[src/rtl/operand_demux_if.sv]
// ---------------------------------------------------------------------------
// operand_demux_if
//
// Bundles the operand demux handshake and result signals.
//
//   in_data    : operand word from the upstream source (SIZE bits)
//   in_valid   : in_data is valid this cycle
//   in_sel     : destination select, 1 = slot A, 0 = slot B
//   in_ready   : demux can take a word this cycle
//   consume    : downstream has taken the presented pair
//   clear      : synchronous flush of both slots
//   a_out      : registered contents of slot A
//   b_out      : registered contents of slot B
//   a_valid    : slot A holds a captured word
//   b_valid    : slot B holds a captured word
//   pair_valid : both slots held, operand pair presented
//   ovw        : one-cycle pulse after a held slot was rewritten
//
// master : the side that drives operands and control (source/sink)
// slave  : the demux itself
// ---------------------------------------------------------------------------
interface operand_demux_if #(
    parameter int SIZE = 4
);
    logic [SIZE-1:0] in_data;
    logic            in_valid;
    logic            in_sel;
    logic            in_ready;
    logic            consume;
    logic            clear;
    logic [SIZE-1:0] a_out;
    logic [SIZE-1:0] b_out;
    logic            a_valid;
    logic            b_valid;
    logic            pair_valid;
    logic            ovw;

    modport master (
        output in_data,
        output in_valid,
        output in_sel,
        output consume,
        output clear,
        input  in_ready,
        input  a_out,
        input  b_out,
        input  a_valid,
        input  b_valid,
        input  pair_valid,
        input  ovw
    );

    modport slave (
        input  in_data,
        input  in_valid,
        input  in_sel,
        input  consume,
        input  clear,
        output in_ready,
        output a_out,
        output b_out,
        output a_valid,
        output b_valid,
        output pair_valid,
        output ovw
    );
endinterface

[src/rtl/operand_demux.sv]
// ---------------------------------------------------------------------------
// operand_demux
//
// Collects two operands, A and B, from a single upstream word stream and
// presents them as a pair. Each accepted word is steered by in_sel into slot A
// (in_sel=1) or slot B (in_sel=0). Once both slots are held the block stalls
// upstream (in_ready=0) until downstream pulses consume. A second write to an
// already-held slot replaces it and raises ovw for one cycle.
//
// Ports:
//   clk  : single clock, rising edge
//   rst  : asynchronous, active-high reset; clears state and both slots
//   bus  : operand_demux_if.slave
//            in_data/in_valid/in_sel/in_ready : upstream handshake
//            consume/clear                    : downstream control
//            a_out/b_out                      : held operands
//            a_valid/b_valid/pair_valid/ovw   : status
// ---------------------------------------------------------------------------
module operand_demux #(
    parameter int SIZE = 4
) (
    input  logic            clk,
    input  logic            rst,
    operand_demux_if.slave  bus
);

    // Encoding: bit 0 = slot A held, bit 1 = slot B held, so the valid flags
    // come straight off the state register.
    typedef enum logic [1:0] {
        EMPTY  = 2'b00,
        HAVE_A = 2'b01,
        HAVE_B = 2'b10,
        FULL   = 2'b11
    } state_t;

    state_t          state_q;
    state_t          state_d;
    logic [SIZE-1:0] a_q;
    logic [SIZE-1:0] b_q;
    logic            ovw_q;
    logic            ovw_d;
    logic            wr_a;
    logic            wr_b;
    logic            ready;
    logic            accept;

    assign ready  = (state_q != FULL);
    assign accept = bus.in_valid && ready;

    // -----------------------------------------------------------------------
    // State register
    // -----------------------------------------------------------------------
    always_ff @(posedge clk or posedge rst) begin
        if (rst) begin
            state_q <= EMPTY;
        end else begin
            state_q <= state_d;
        end
    end

    // -----------------------------------------------------------------------
    // Next-state and write-enable decode. clear wins over both accept and
    // consume, and suppresses any slot write in the same cycle.
    // -----------------------------------------------------------------------
    always_comb begin
        state_d = state_q;
        wr_a    = 1'b0;
        wr_b    = 1'b0;
        ovw_d   = 1'b0;

        if (bus.clear) begin
            state_d = EMPTY;
        end else begin
            unique case (state_q)
                EMPTY: begin
                    if (accept) begin
                        if (bus.in_sel) begin
                            state_d = HAVE_A;
                            wr_a    = 1'b1;
                        end else begin
                            state_d = HAVE_B;
                            wr_b    = 1'b1;
                        end
                    end
                end
                HAVE_A: begin
                    if (accept) begin
                        if (bus.in_sel) begin
                            wr_a  = 1'b1;
                            ovw_d = 1'b1;
                        end else begin
                            state_d = FULL;
                            wr_b    = 1'b1;
                        end
                    end
                end
                HAVE_B: begin
                    if (accept) begin
                        if (bus.in_sel) begin
                            state_d = FULL;
                            wr_a    = 1'b1;
                        end else begin
                            wr_b  = 1'b1;
                            ovw_d = 1'b1;
                        end
                    end
                end
                FULL: begin
                    // Upstream is stalled here; only consume moves us on.
                    if (bus.consume) begin
                        state_d = EMPTY;
                    end
                end
                default: begin
                    state_d = EMPTY;
                end
            endcase
        end
    end

    // -----------------------------------------------------------------------
    // Operand slots and overwrite pulse. Slots keep their contents on clear
    // and consume; only reset zeroes them.
    // -----------------------------------------------------------------------
    always_ff @(posedge clk or posedge rst) begin
        if (rst) begin
            a_q <= '0;
        end else if (wr_a) begin
            a_q <= bus.in_data;
        end
    end

    always_ff @(posedge clk or posedge rst) begin
        if (rst) begin
            b_q <= '0;
        end else if (wr_b) begin
            b_q <= bus.in_data;
        end
    end

    always_ff @(posedge clk or posedge rst) begin
        if (rst) begin
            ovw_q <= 1'b0;
        end else begin
            ovw_q <= ovw_d;
        end
    end

    assign bus.in_ready   = ready;
    assign bus.a_out      = a_q;
    assign bus.b_out      = b_q;
    assign bus.a_valid    = state_q[0];
    assign bus.b_valid    = state_q[1];
    assign bus.pair_valid = (state_q == FULL);
    assign bus.ovw        = ovw_q;

endmodule

[src/flat_wrapper.sv]
// flat-port wrapper written by rule: the top's interface ports become plain ports
module operand_demux_flat 
#(
    parameter int SIZE = 4
)
  (clk, rst, bus_in_data, bus_in_valid, bus_in_sel, bus_consume, bus_clear, bus_in_ready, bus_a_out, bus_b_out, bus_a_valid, bus_b_valid, bus_pair_valid, bus_ovw);
  operand_demux_if #(.SIZE(SIZE)) bus_i ();
  input  logic clk;
  input  logic rst;
  input wire logic [$bits(bus_i.in_data)-1:0] bus_in_data;
  input wire logic [$bits(bus_i.in_valid)-1:0] bus_in_valid;
  input wire logic [$bits(bus_i.in_sel)-1:0] bus_in_sel;
  input wire logic [$bits(bus_i.consume)-1:0] bus_consume;
  input wire logic [$bits(bus_i.clear)-1:0] bus_clear;
  output wire logic [$bits(bus_i.in_ready)-1:0] bus_in_ready;
  output wire logic [$bits(bus_i.a_out)-1:0] bus_a_out;
  output wire logic [$bits(bus_i.b_out)-1:0] bus_b_out;
  output wire logic [$bits(bus_i.a_valid)-1:0] bus_a_valid;
  output wire logic [$bits(bus_i.b_valid)-1:0] bus_b_valid;
  output wire logic [$bits(bus_i.pair_valid)-1:0] bus_pair_valid;
  output wire logic [$bits(bus_i.ovw)-1:0] bus_ovw;
  assign bus_i.in_data = bus_in_data;
  assign bus_i.in_valid = bus_in_valid;
  assign bus_i.in_sel = bus_in_sel;
  assign bus_i.consume = bus_consume;
  assign bus_i.clear = bus_clear;
  assign bus_in_ready = bus_i.in_ready;
  assign bus_a_out = bus_i.a_out;
  assign bus_b_out = bus_i.b_out;
  assign bus_a_valid = bus_i.a_valid;
  assign bus_b_valid = bus_i.b_valid;
  assign bus_pair_valid = bus_i.pair_valid;
  assign bus_ovw = bus_i.ovw;
  operand_demux #(.SIZE(SIZE)) u_core (.clk(clk), .rst(rst), .bus(bus_i));
endmodule
[config.mk]
export PLATFORM = sky130hd
export DESIGN_NAME = operand_demux_flat
export DESIGN_NICKNAME = d
export VERILOG_FILES = /design/src/rtl/operand_demux_if.sv /design/src/rtl/operand_demux.sv /design/src/flat_wrapper.sv
export SDC_FILE = /design/constraint.sdc
export NUM_CORES = 1
export LEC_CHECK = 0
export CORE_MARGIN = 5
export CORE_UTILIZATION = 44
export CTS_BUF_LIST = sky130_fd_sc_hd__clkbuf_16
export DETAILED_ROUTE_END_ITERATION = 8
export PLACE_DENSITY = 0.84
export SLEW_MARGIN = 20
export SYNTH_ARGS = -nofsm -noshare
export SYNTH_HDL_FRONTEND = slang
export SYNTH_SLANG_ARGS = --single-unit
export TNS_END_PERCENT = 1
[constraint.sdc]
create_clock -name clk -period 2.6 [get_ports clk]
set_input_delay 0.26 -clock clk [delete_from_list [all_inputs] [get_ports clk]]
set_output_delay 0.26 -clock clk [all_outputs]
set_load 0.03 [all_outputs]
Sequential cells colored by netlist name:
(12 px per um) Other sequential cells in the stronger gray, the rest of the logic in the fainter gray.
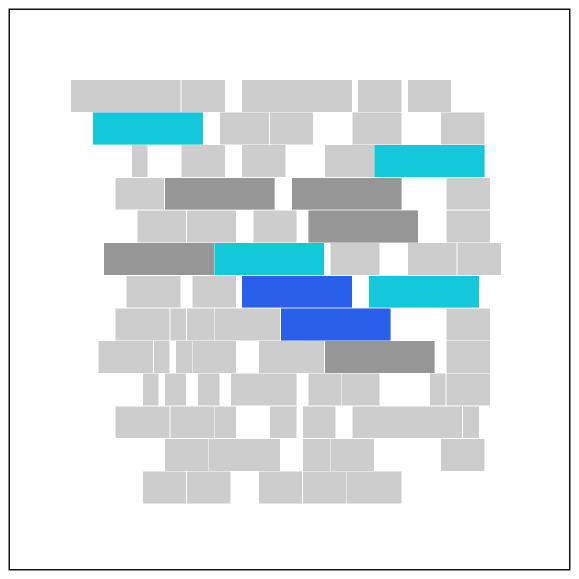
| color | signal | flops |
|---|---|---|
| blue | `u_core.state_q` | 2 |
| cyan | `u_core.bus.b_out` | 4 |
not colored: 5

Nets reached from selected ports:
(10 px per um)
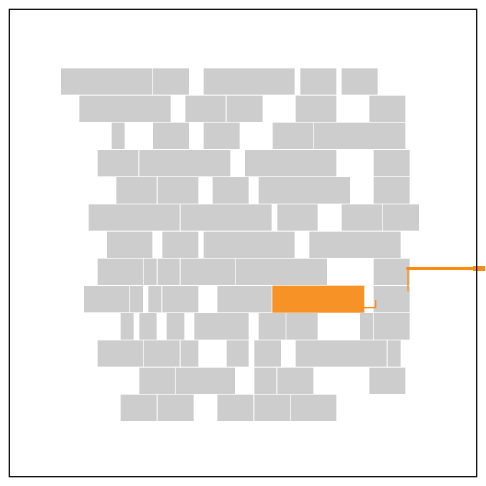
| color | port | bits | direction | edge | end cells | buffers | wire |
|---|---|---|---|---|---|---|---|
| orange | `bus_ovw` | 1 | output | east | 1 | 1 | 10.7 um |
total of buffers placed on input and output ports: 22
number of top-level design ports: 23

==> impl_metrics.xml <==
<?xml version="1.0" encoding="UTF-8"?>
<metrics>
  <group name="outcome">
    <metric name="status" unit="">completed</metric>
  </group>
  <group name="logic_synthesis">
    <metric name="seq_area_frac_synth" unit="">0.467</metric>
    <metric name="post-synth-top-area-cell" unit="">dfrtp_1</metric>
    <metric name="register_bit_total_from_synthesis" unit="">11</metric>
    <metric name="synthesis.area" unit="um^2">589</metric>
    <metric name="chip_area_yosys" unit="um^2">589</metric>
    <metric name="syn_nets" unit="">60</metric>
    <metric name="ys.warnings.count" unit="">0</metric>
    <metric name="area_leaders" unit="">dfrtp_1 (47%), mux2_2 (15%), ha_1 (11%)</metric>
    <metric name="top_cell_area_share" unit="">0.467</metric>
    <metric name="post_synth.cell_area_avg" unit="um^2">13.1</metric>
    <metric name="postSynthCellCount" unit="">45</metric>
    <metric name="count_of_instantiated_cells_in_the_yosys_netlist" unit="">45</metric>
    <metric name="synthDistinctLibCells" unit="">17</metric>
  </group>
  <group name="global_routing">
    <metric name="antenna_violations_before_repair" unit="">0</metric>
    <metric name="grt_use_total" unit="">0.138</metric>
    <metric name="globalRoute.totalOverflow" unit="">0</metric>
    <metric name="pin_count_of_the_biggest_net_entering_global_routing" unit="">12</metric>
    <metric name="grt_pass1_vias" unit="">434</metric>
    <metric name="grt_first_pass_wirelength" unit="um">1930</metric>
  </group>
  <group name="flow_run">
    <metric name="warning_count" unit="">30</metric>
    <metric name="drv.max_cap_violation_count" unit="">0</metric>
  </group>
  <group name="timing">
    <metric name="slew_headroom" unit="">0.730</metric>
    <metric name="final_setup_skew" unit="ns">0.00169</metric>
    <metric name="fin_ws" unit="ns">0.652</metric>
    <metric name="post-route-period-util" unit="">0.749</metric>
    <metric name="unrepaired_setup_endpoints_after_global_routing" unit="">false</metric>
    <metric name="setup_viol_count_final" unit="">0</metric>
    <metric name="finalHoldViolCount" unit="">0</metric>
    <metric name="finalHoldWorstSlack" unit="ns">0.320</metric>
    <metric name="timing.final.max_slew_violations" unit="">0</metric>
    <metric name="fin_setup_tns" unit="ns">0</metric>
    <metric name="worstMarginPinSlew" unit="ns">0.404</metric>
    <metric name="timing.fmax" unit="GHz">0.513</metric>
    <metric name="post-route-min-period" unit="ns">1.95</metric>
  </group>
  <group name="drt">
    <metric name="drt_iter0_markers" unit="">6</metric>
    <metric name="drt.antenna.violating_nets" unit="">0</metric>
    <metric name="post_drt_via_cell_ratio" unit="">4.86</metric>
    <metric name="vias" unit="">418</metric>
    <metric name="tritonroute_pass_1_iters" unit="">4</metric>
    <metric name="detail_route.wirelength" unit="um">1230</metric>
    <metric name="routedWlPerCell" unit="um">14.3</metric>
    <metric name="drc_errors" unit="">0</metric>
  </group>
  <group name="setup_path">
    <metric name="crit_arrival" unit="ns">1.69</metric>
    <metric name="timing.critical_path.to" unit="">bus_in_ready</metric>
    <metric name="critPathKind" unit="">flop to primary output</metric>
    <metric name="timing.reg2reg.setup_slack" unit="ns">0.79</metric>
    <metric name="r2r-end" unit="">u_core.bus.b_out[0]$_DFFE_PP0P_</metric>
    <metric name="cp-startpoint" unit="">u_core.state_q[1]$_DFFE_PP0P_</metric>
    <metric name="critical_path.cell_chain" unit="">ha_1, inv_1, clkdlybuf4s50_1</metric>
    <metric name="critical_path.n_buffers_inverters" unit="">2</metric>
    <metric name="worst_path_max_delay_cell" unit="">clkdlybuf4s50_1</metric>
    <metric name="worst-r2r-cell-count" unit="">4</metric>
    <metric name="delay_of_the_slowest_critical_path_stage" unit="ns">0.67</metric>
    <metric name="setup.worst_path.end_class" unit="">primary output</metric>
    <metric name="critical_path.reg2reg.startpoint" unit="">u_core.state_q[1]$_DFFE_PP0P_</metric>
    <metric name="cp.depth" unit="">3</metric>
    <metric name="critical_path_peak_fanout" unit="">5</metric>
    <metric name="crit_family" unit="">buffers and inverters</metric>
    <metric name="setup.worst_path.start_class" unit="">flop</metric>
    <metric name="critPathRequiredTime" unit="ns">2.34</metric>
  </group>
  <group name="cts">
    <metric name="cts.repair.resized" unit="">0</metric>
    <metric name="cts_tree" unit="">built</metric>
    <metric name="clock_pin_slew_worst_setup_and_hold_paths" unit="ns">0.04</metric>
    <metric name="post_cts.repair.setup_buffers" unit="">0</metric>
    <metric name="cts_buffer_depth" unit="">2</metric>
    <metric name="post_cts_hold_buffer_count" unit="">0</metric>
    <metric name="tritoncts_num_sinks" unit="">11</metric>
    <metric name="h_tree_levels" unit="">1</metric>
    <metric name="clock.latency.late_pin" unit="ns">0.24</metric>
    <metric name="numCtsBuffers" unit="">3</metric>
    <metric name="clock_tree.root_cell" unit="">clkbuf_16</metric>
  </group>
  <group name="placement">
    <metric name="pre_cts_setup_slack" unit="ns">0.743</metric>
    <metric name="globalplace.congestion" unit="">0.843</metric>
    <metric name="placed_area" unit="um^2">828</metric>
    <metric name="dp_cells" unit="">82</metric>
  </group>
  <group name="finish">
    <metric name="antenna-diode-count" unit="">0</metric>
    <metric name="post_layout_nonfiller_instances" unit="">86</metric>
    <metric name="final_util" unit="">0.706</metric>
    <metric name="final_area" unit="um^2">907</metric>
    <metric name="nNetsFinal" unit="">87</metric>
    <metric name="post_route_cells_drive_above_1_share" unit="">0.239</metric>
    <metric name="area_growth" unit="%">53.9</metric>
  </group>
  <group name="floorplanning">
    <metric name="floorplanUtilization" unit="">0.459</metric>
    <metric name="design.core.area" unit="um^2">1280</metric>
    <metric name="die-height" unit="um">46.6</metric>
    <metric name="rows" unit="">13</metric>
    <metric name="chip_area" unit="um^2">2170</metric>
    <metric name="die-width" unit="um">46.6</metric>
  </group>
  <group name="power_and_ir_drop">
    <metric name="p_total" unit="W">0.000874</metric>
    <metric name="power.static_leakage" unit="nW">0.401</metric>
    <metric name="irDropWorstVdd" unit="mV">0.679</metric>
    <metric name="power_density" unit="nW/um^2">964</metric>
  </group>
  <group name="worst_hold_path">
    <metric name="timing.hold.worst.class" unit="">input port to async pin</metric>
  </group>
</metrics>
Routed metal per tile:
(8 px per um) 9 x 9 tiles, from dark blue (low) to red (high), scaled to the fullest tile. Values are wire area over tile area, all layers added.
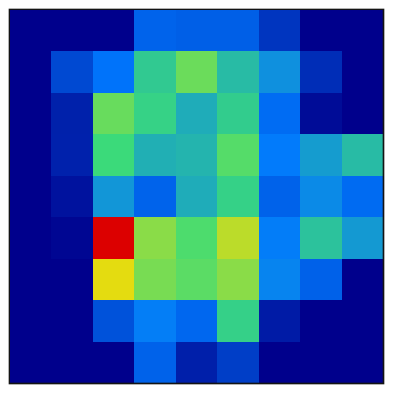
tiles over half the peak: 14%
fullest tile: 0.40
densest ninth of the die: center

Metal layers overlaid:
(8 px per um) Two of the layers only.
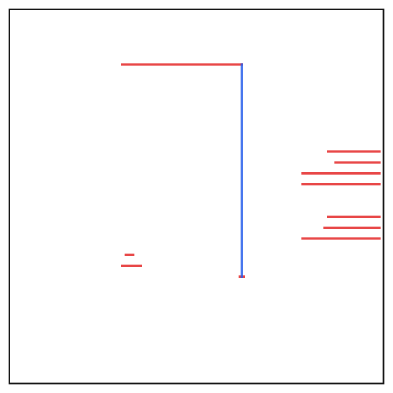
| color | layer | wire length |
|---|---|---|
| red | metal 3 | 72.4 um |
| blue | metal 4 | 26.5 um |

-- synthesized netlist by cell type --
cell type   n
dfrtp_1    11
mux2_2      8
ha_1        5
inv_1       4
mux2_4      2
mux2i_1     2
nand2b_1    2
nor2_1      2
a21oi_1     1
a2bb2oi_2   1
and2_0      1
and3_2      1
nor3_1      1
nor3_4      1
nor3b_1     1
o21ai_0     1
or2b_2      1
-- cell usage in the layout, fill, tap and decap left out --
master            n
a21oi_1           1
a2bb2oi_2         1
and2_0            1
and3_2            1
clkbuf_16         3
clkdlybuf4s50_1  22
dfrtp_1          11
ha_1              5
inv_1             5
mux2_2            8
mux2_4            2
mux2i_1           2
nand2b_1          2
nor2_1            2
nor3_1            1
nor3_4            1
nor3b_1           1
o21ai_0           1
or2b_2            1
-- layout make-up --
class	instances	area, um^2
timing repair buffer	22	220
multi-input combinational	30	299
clock buffer	3	75.1
fill	103	378
clock inverter	1	3.75
inverter	4	15.0
tap	15	18.8
sequential	11	275
-- power by group --
group | internal (W) | switching (W)
Combinational | 0.000170 | 0.000186
Sequential | 0.000214 | 0.0000302
Clock | 0.000202 | 0.0000733
-- flip-flops by register name (all words and copies together) (netlist names) --
signal            cells
u_core.bus.ovw        1
u_core.bus.b_out      4
u_core.state_q        2
u_core.bus.a_out      4
-- logic make-up (layout without fill, tap and decap cells) --
family,count (synthesis),in the layout,share of synthesized area
AND-OR/OR-AND,3,3,0.0424
AND/OR/NAND/NOR,10,10,0.121
flip-flops,11,11,0.467
multiplexers,12,12,0.238
adder cells (fa/ha/maj),5,5,0.106
buffers and inverters,4,30,0.0255
-- per-layer routing --
layer	wire length, um	share of wire	GRT usage
met4	26	0.021	0.0682
met3	72	0.059	0.0703
met2	596	0.48	0.212
met1	535	0.43	0.157
met5	0	0	0
No activity file was given, so power comes from the tool's default toggle rates.
